==> config.mk <==
export PLATFORM = sky130hd
export DESIGN_NAME = fetch_stage
export DESIGN_NICKNAME = d
export VERILOG_FILES = /design/src/rtl/fetch_stage.sv
export SDC_FILE = /design/constraint.sdc
export NUM_CORES = 1
export LEC_CHECK = 0
export ABC_AREA = 1
export CORE_ASPECT_RATIO = 0.7
export CORE_UTILIZATION = 55
export DETAILED_ROUTE_END_ITERATION = 10
export PLACE_DENSITY = 0.81
export SLEW_MARGIN = 5
export SYNTH_ARGS = -nofsm -noshare
export SYNTH_HDL_FRONTEND = slang
export SYNTH_SLANG_ARGS = --single-unit
==> constraint.sdc <==
create_clock -name clk -period 13.17 [get_ports clk]
set_clock_uncertainty 0.05 [all_clocks]
set_input_delay 1.317 -clock clk [delete_from_list [all_inputs] [get_ports clk]]
set_output_delay 1.317 -clock clk [all_outputs]
set_load 0.005 [all_outputs]
congestion.png
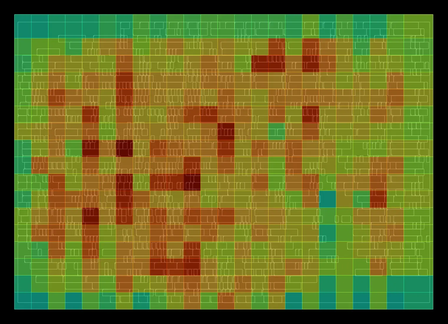
met3 usage: 0.0564
GR peak layer: met2
Routed wire per std cell: 17.0 µm
Tot GR Track Use: 0.266

detail.png
Region (115, 18) to (140, 43) µm. Cells in grey, sequential cells in the stronger grey; small squares are vias.
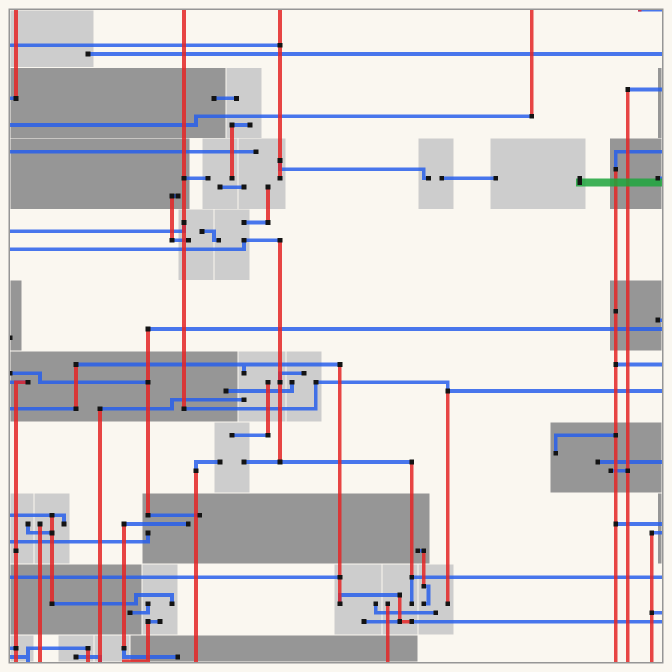
legend:
  metal 1:
    colour: blue
  metal 3:
    colour: green
  metal 2:
    colour: red
cells with their middle in the window: 21
most frequent: nand2_1 (9), edfxtp_1 (4), inv_1 (3)
sequential cells in the window: 4

==> notes.md <==
flow finished, numbers: clock root buffer master clkbuf_16, worst slack, placed 7960 ps, layout cells sized above 1 0.0707, Tcrit/Tclk final 0.388, hold path depth 0, Finished Core Util 0.699, clk ins delay skew pair 510 ps, Seq. pwr 998 µW, Worst Setup Start Kind primary input, Flop pwr share 0.423, CP Class in2out, CTS tree done, Synth Flop Type edfxtp_1, Final min period 5110 ps, ANT nets after route 0, Clock transition at path regs 60 ps, wire length on met3 2710 µm, crit path DAT 3740 ps, slowest CP cell inv_2, vias in the first global route 7778, Area Overhead vs Synth 22.5%, Sw Share 0.336, Biggest consumer registers, number of synthesized register bits 236, syn_area_per_cell 9.73 µm², Critical Path Stages 6, Worst Tran Pin Value 1200 ps, Total Routed Length 26600 µm, syn_nets 1205, Worst EP required 11800 ps, DP Cell Count 1523, die x size 171 µm, crit end category primary output, Slew headroom 0.198, status finished, final reports clean, crit-path cells clkdlybuf4s50_1 -> buf_4 -> inv_2 -> nand3_1 -> nor4_1 -> clkdlybuf4s50_1, Clock Power Share 0.268, Bufs and invs on worst path 4, vias per cell 5.27, worst-case clock buffer depth 3, DRC errors left 0, P_comb 730 µW, CTS Hold Bufs 0, met1 usage 0.370, DP HPWL 17000 µm, Met2 Wirelength 12200 µm, CP peak stage delay 680 ps, Hold Slack 456 ps, DR iter-0 viols 664, RSZ-0062 raised after global routing false, top layer in use met4, total power 2.36 mW, Synth Instances 1126, Yosys cell types 43, CP most frequent cell clkdlybuf4s50_1, Placer Congestion 0.920, Seq/Total Area, Yosys 0.627, final worst setup slack 8060 ps, Comb power frac 0.309, largest net degree at the start of global routing 72
## cell type report
cell class / instances / area, µm²
fill: 1433 / 5770
multi-input combinational: 732 / 3310
clock buffer: 30 / 602
timing repair buffer: 180 / 1770
inverter: 111 / 417
sequential: 236 / 6870
tap: 264 / 330
clock inverter: 12 / 121
## Yosys cell counts, types with 10 or more instances
master	n
nand3_1	57
dfrtp_1	44
a21oi_1	61
nand2_1	422
o21ai_1	17
nor2_1	86
clkbuf_8	11
o21ai_0	20
edfxtp_1	192
clkbuf_1	15
nor2_2	10
inv_1	103
## cells by family after synthesis
group	count (synthesis)	share of synthesized area
AND/OR/NAND/NOR	601	0.226
AND-OR/OR-AND	114	0.0578
flip-flops	236	0.627
buffers and inverters	158	0.0724
other	1	0.000342
adder cells (fa/ha/maj)	7	0.00868
XOR/XNOR	9	0.00720
Power is estimated from default activity; no workload was simulated.
